==> images/closeup.png <==
Scale bar: 10 um. Region (58, 6) to (98, 46) um. Cells in grey, sequential cells in the stronger grey; small squares are vias.
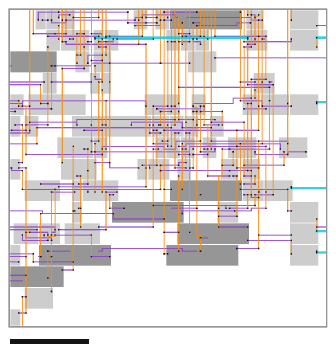
==> images/congestion_map.png <==
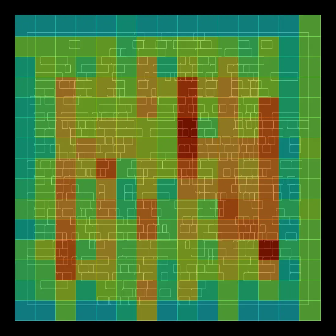
--- config.mk ---
export PLATFORM = sky130hd
export DESIGN_NAME = led_animator_flat
export DESIGN_NICKNAME = d
export VERILOG_FILES = /design/src/rtl/led_animator_if.sv /design/src/rtl/led_animator.sv /design/src/flat_wrapper.sv
export SDC_FILE = /design/constraint.sdc
export NUM_CORES = 1
export LEC_CHECK = 0
export ABC_AREA = 0
export CAP_MARGIN = 10
export CORE_MARGIN = 4
export CORE_UTILIZATION = 35
export CTS_CLUSTER_DIAMETER = 60
export CTS_CLUSTER_SIZE = 28
export DETAILED_ROUTE_END_ITERATION = 7
export PLACE_DENSITY_LB_ADDON = 0.08
export SLEW_MARGIN = 20
export SYNTH_ARGS = -nofsm -noshare
export SYNTH_HDL_FRONTEND = slang
export SYNTH_SLANG_ARGS = --single-unit
export TNS_END_PERCENT = 1
--- constraint.sdc ---
create_clock -name iCLK -period 2.5 [get_ports iCLK]
set_clock_uncertainty 0.15 [all_clocks]
set_input_delay 0.375 -clock iCLK [delete_from_list [all_inputs] [get_ports iCLK]]
set_output_delay 0.375 -clock iCLK [all_outputs]
set_load 0.02 [all_outputs]
--- src/rtl/led_animator_if.sv ---
// Control and status bundle between the board-level driver and the LED animator.
interface led_animator_if #(
    parameter int unsigned WIDTH = 18,
    parameter int unsigned DIV_W = 24
);
    logic             iEN;
    logic [1:0]       iMODE;
    logic [DIV_W-1:0] iDIV;
    logic [WIDTH-1:0] oLEDS;
    logic             oDIR;
    logic             oSTEP;
    logic             oWRAP;

    modport master (
        output iEN, iMODE, iDIV,
        input  oLEDS, oDIR, oSTEP, oWRAP
    );

    modport slave (
        input  iEN, iMODE, iDIV,
        output oLEDS, oDIR, oSTEP, oWRAP
    );
endinterface

--- src/rtl/led_animator.sv ---
// Parametrised LED pattern generator: bounce, rotate-left, rotate-right and fill/drain bar,
// stepped by a programmable prescaler, with step and wrap status pulses.
module led_animator #(
    parameter int unsigned WIDTH = 18,
    parameter int unsigned DIV_W = 24
) (
    input logic           iCLK,
    input logic           iRST_N,
    led_animator_if.slave bus
);

    typedef enum logic [1:0] {
        ModeBounce = 2'd0,
        ModeRotL   = 2'd1,
        ModeRotR   = 2'd2,
        ModeFill   = 2'd3
    } mode_e;

    localparam logic [WIDTH-1:0] LedsOne = WIDTH'(1);
    localparam logic [WIDTH-1:0] LedsTop = LedsOne << (WIDTH - 1);

    mode_e            mode_q, mode_d;
    logic [WIDTH-1:0] leds_q, init_leds, step_leds;
    logic [DIV_W-1:0] cnt_q;
    logic             dir_q, step_q, wrap_q;
    logic             step_dir, step_wrap;
    logic             mode_chg, tick;

    assign mode_d   = mode_e'(bus.iMODE);
    assign mode_chg = (mode_d != mode_q);
    assign tick     = bus.iEN && (cnt_q == bus.iDIV);

    always_comb begin
        init_leds = LedsOne;
        unique case (mode_d)
            ModeRotR: init_leds = LedsTop;
            ModeFill: init_leds = '0;
            default:  init_leds = LedsOne;
        endcase
    end

    // Next pattern, direction and wrap flag assuming the current cycle is a tick.
    always_comb begin
        step_leds = leds_q;
        step_dir  = dir_q;
        step_wrap = 1'b0;
        unique case (mode_q)
            ModeBounce: begin
                if (!dir_q) begin
                    step_leds = leds_q << 1;
                    step_dir  = step_leds[WIDTH-1];
                end else begin
                    step_leds = leds_q >> 1;
                    if (step_leds[0]) begin
                        step_dir  = 1'b0;
                        step_wrap = 1'b1;
                    end
                end
            end
            ModeRotL: begin
                step_leds = {leds_q[WIDTH-2:0], leds_q[WIDTH-1]};
                step_wrap = (step_leds == LedsOne);
            end
            ModeRotR: begin
                step_leds = {leds_q[0], leds_q[WIDTH-1:1]};
                step_dir  = 1'b1;
                step_wrap = (step_leds == LedsTop);
            end
            ModeFill: begin
                if (!dir_q) begin
                    step_leds = {leds_q[WIDTH-2:0], 1'b1};
                    step_dir  = &step_leds;
                end else begin
                    step_leds = leds_q >> 1;
                    if (step_leds == '0) begin
                        step_dir  = 1'b0;
                        step_wrap = 1'b1;
                    end
                end
            end
            default: ;
        endcase
    end

    always_ff @(posedge iCLK or negedge iRST_N) begin
        if (!iRST_N) begin
            mode_q <= ModeBounce;
            leds_q <= LedsOne;
            dir_q  <= 1'b0;
            cnt_q  <= '0;
            step_q <= 1'b0;
            wrap_q <= 1'b0;
        end else begin
            step_q <= 1'b0;
            wrap_q <= 1'b0;
            // A mode change wins over a tick and ignores the enable.
            if (mode_chg) begin
                mode_q <= mode_d;
                leds_q <= init_leds;
                dir_q  <= 1'b0;
                cnt_q  <= '0;
            end else if (bus.iEN) begin
                if (tick) begin
                    cnt_q  <= '0;
                    leds_q <= step_leds;
                    dir_q  <= step_dir;
                    step_q <= 1'b1;
                    wrap_q <= step_wrap;
                end else begin
                    cnt_q <= cnt_q + 1'b1;
                end
            end
        end
    end

    assign bus.oLEDS = leds_q;
    assign bus.oDIR  = dir_q;
    assign bus.oSTEP = step_q;
    assign bus.oWRAP = wrap_q;

endmodule
--- src/flat_wrapper.sv ---
// flat-port wrapper written by rule: the top's interface ports become plain ports
module led_animator_flat 
#(
    parameter int unsigned WIDTH = 18,
    parameter int unsigned DIV_W = 24
)
  (iCLK, iRST_N, bus_iEN, bus_iMODE, bus_iDIV, bus_oLEDS, bus_oDIR, bus_oSTEP, bus_oWRAP);
  led_animator_if #(.WIDTH(WIDTH), .DIV_W(DIV_W)) bus_i ();
  input logic iCLK;
  input logic iRST_N;
  input wire logic [$bits(bus_i.iEN)-1:0] bus_iEN;
  input wire logic [$bits(bus_i.iMODE)-1:0] bus_iMODE;
  input wire logic [$bits(bus_i.iDIV)-1:0] bus_iDIV;
  output wire logic [$bits(bus_i.oLEDS)-1:0] bus_oLEDS;
  output wire logic [$bits(bus_i.oDIR)-1:0] bus_oDIR;
  output wire logic [$bits(bus_i.oSTEP)-1:0] bus_oSTEP;
  output wire logic [$bits(bus_i.oWRAP)-1:0] bus_oWRAP;
  assign bus_i.iEN = bus_iEN;
  assign bus_i.iMODE = bus_iMODE;
  assign bus_i.iDIV = bus_iDIV;
  assign bus_oLEDS = bus_i.oLEDS;
  assign bus_oDIR = bus_i.oDIR;
  assign bus_oSTEP = bus_i.oSTEP;
  assign bus_oWRAP = bus_i.oWRAP;
  led_animator #(.WIDTH(WIDTH), .DIV_W(DIV_W)) u_core (.iCLK(iCLK), .iRST_N(iRST_N), .bus(bus_i));
endmodule
==> metrics.cfg <==
[run_status]
status = finished, final reports clean

[finish]
drive_above_1_share = 0.103
final_layout_top_logic_cell = clkdlybuf4s50_1
diodes = 0
largest_cell_class = logic gates
nets = 439
seq_area_frac = 0.295
n_clock_buffer = 5
buffers = 72
buf_share = 0.175
logic_gates = 274
final_cell_mix = 48 x clkdlybuf4s50_1, 46 x dfrtp_1, 45 x xor2_1
logic_area_mm2 = 0.00188
flop-count = 47
comb_area_frac = 0.471

[synthesis]
top_cells_by_count = 46 x dfrtp_1, 45 x xor2_1, 28 x nand3_1
edf_count = 0
yosys.cell_types.count = 46
ys_seq_frac = 0.366
synth_nets = 390
ff_type = dfrtp_1
synth_flop_count = 47
synthMostInstantiatedCell = dfrtp_1
top_logic_kind = simple AND/OR/NAND/NOR gates
ys_async_sr_fraction = 1.00
mux_area_frac = 0.0497
ys_warn_count = 0
ys_top_cells_by_area = dfrtp_1 36%, xor2_1 12%, mux2i_1 5.0%
syn_area_per_cell_um2 = 9.04
ys_chip_area_mm2 = 0.00322
top_area_frac = 0.358

[clocking]
cts_resized = 0
cts_tree = done
cts_setup_buffers = 0
cts_buffers = 5
htreeDepth = 2
hold_buffers = 1
cts_buffer_depth = 2
root_buffer = clkbuf_8

[worst_setup_path]
reg2reg_depth = 8
crit_arrival_ns = 2.21
crit_type = input port to flop
cp.required_ns = 2.53
critPathCaptureType = flop
reg2reg_to = u_core.bus.oDIR
r2r_start = u_core.cnt_q[18]
start_kind = input port

[grt]
grt_start_max_net_pins = 24
met2_usage = 0.283
grt_use_met1 = 0.219
gr-max-usage-layer = met2
grt_pass1_vias = 2921
grt.overflow.total = 0

[detailed_routing]
dr.max_layer_used = met4
drt_pre_antenna_iters = 5
dr.first_iter.drc_count = 164
wl_met2_um = 4320
viasPerCell = 5.68
drt-met1-wl_um = 4060
routed_wl_um = 8830
num_vias = 2919

[min_path]
hold_class = input port to async pin

[run]
cap_violations = 0
warnings = 29

[sta]
rsz0062_at_grt = false
finalClockPeriodUsage = 0.873
tightest_slew_ns = 0.582
period_minus_slack_ns = 2.18
relSlewSlack = 0.610
timing.setup.tns_ns = 0
max_freq_mhz = 458

[power_and_ir_drop]
power_frac_seq = 0.534
pwr-share-clk = 0.322
switching_power_uw = 409
p_int_mw = 1.06
power.group.top = registers
ir_drop_mv = 0.218
seq-power_uw = 781
p_leak_nw = 1.51

[floorplan]
core_area_mm2 = 0.00885
die_h_um = 104
fp_util = 0.364
io_pins = 50
rows = 34

[place]
dpl.hpwl_um = 6210

Notes on closeup.png above:
M3: drawn in cyan. M1: drawn in purple. M2: drawn in orange.
74 logic cells have their middle in the window. Sequential cells in the window: 8. Netlist names of flops here include `u_core.bus.oLEDS` (6), `u_core.mode_q` (2). Most frequent: clkdlybuf4s50_1 (9), a21oi_1 (8).

Notes on congestion_map.png above:
overall routing resource usage: 0.165
met3 GRT Util: 0.0286
WL per Instance: 17.2 um

through the flow:
step | cell area (um^2) | worst slack [ns] | hold slack, ns | power (mW) | std cells
2_1_floorplan | 3220 | 0.611 | -0.0706 | 0.893 | 356
3_3_place_gp | 3900 | -0.0634 | 0.149 | 1.01 | 505
3_5_place_dp | 3900 | -0.0146 | 0.154 | 1.01 | 505
4_1_cts | 4000 | 0.324 | 0.378 | 1.49 | 514
5_1_grt | 4000 | 0.179 | 0.384 | 1.54 | 514
6_report | 4000 | 0.317 | 0.364 | 1.46 | 514
worst max path at each step:
| stage | start | to | slack (ns) |
|---|---|---|---|
| global placement | bus_iDIV[18] | u_core.bus.oDIR | -0.06 |
| finish | bus_iDIV[18] | u_core.bus.oDIR | 0.32 |
| global route | bus_iDIV[18] | u_core.bus.oLEDS[9] | 0.18 |
| detailed placement | bus_iDIV[18] | u_core.bus.oDIR | -0.01 |
| CTS | bus_iDIV[18] | u_core.bus.oDIR | 0.32 |
| floorplan | u_core.mode_q[0] | u_core.bus.oLEDS[17] | 0.61 |
sequential cells by signal (all words and copies together), names as in the netlist:
name,cells
u_core.bus.oWRAP,1
u_core.mode_q,2
u_core.cnt_q,24
u_core.bus.oLEDS,18
u_core.bus.oSTEP,1
u_core.bus.oDIR,1
kinds of logic (layout without fill, tap and decap cells):
group | Yosys count | count (layout)
AOI/OAI and AO/OA | 89 | 89
xor gates and xnor gates | 48 | 48
adders and majority gates | 5 | 5
buffers and inverters | 35 | 85
DFF | 47 | 47
muxes | 16 | 16
and+or+nand+nor | 116 | 116
critical path, stage by stage:
cell,delay (ns)
clkdlybuf4s50_1,0.41
xor2_1,0.14
nor4_1,0.38
buf_4,0.18
nand4_1,0.08
buf_4,0.20
buf_4,0.19
o21ai_0,0.16
a31oi_1,0.10
Power is estimated from default activity; no workload was simulated.
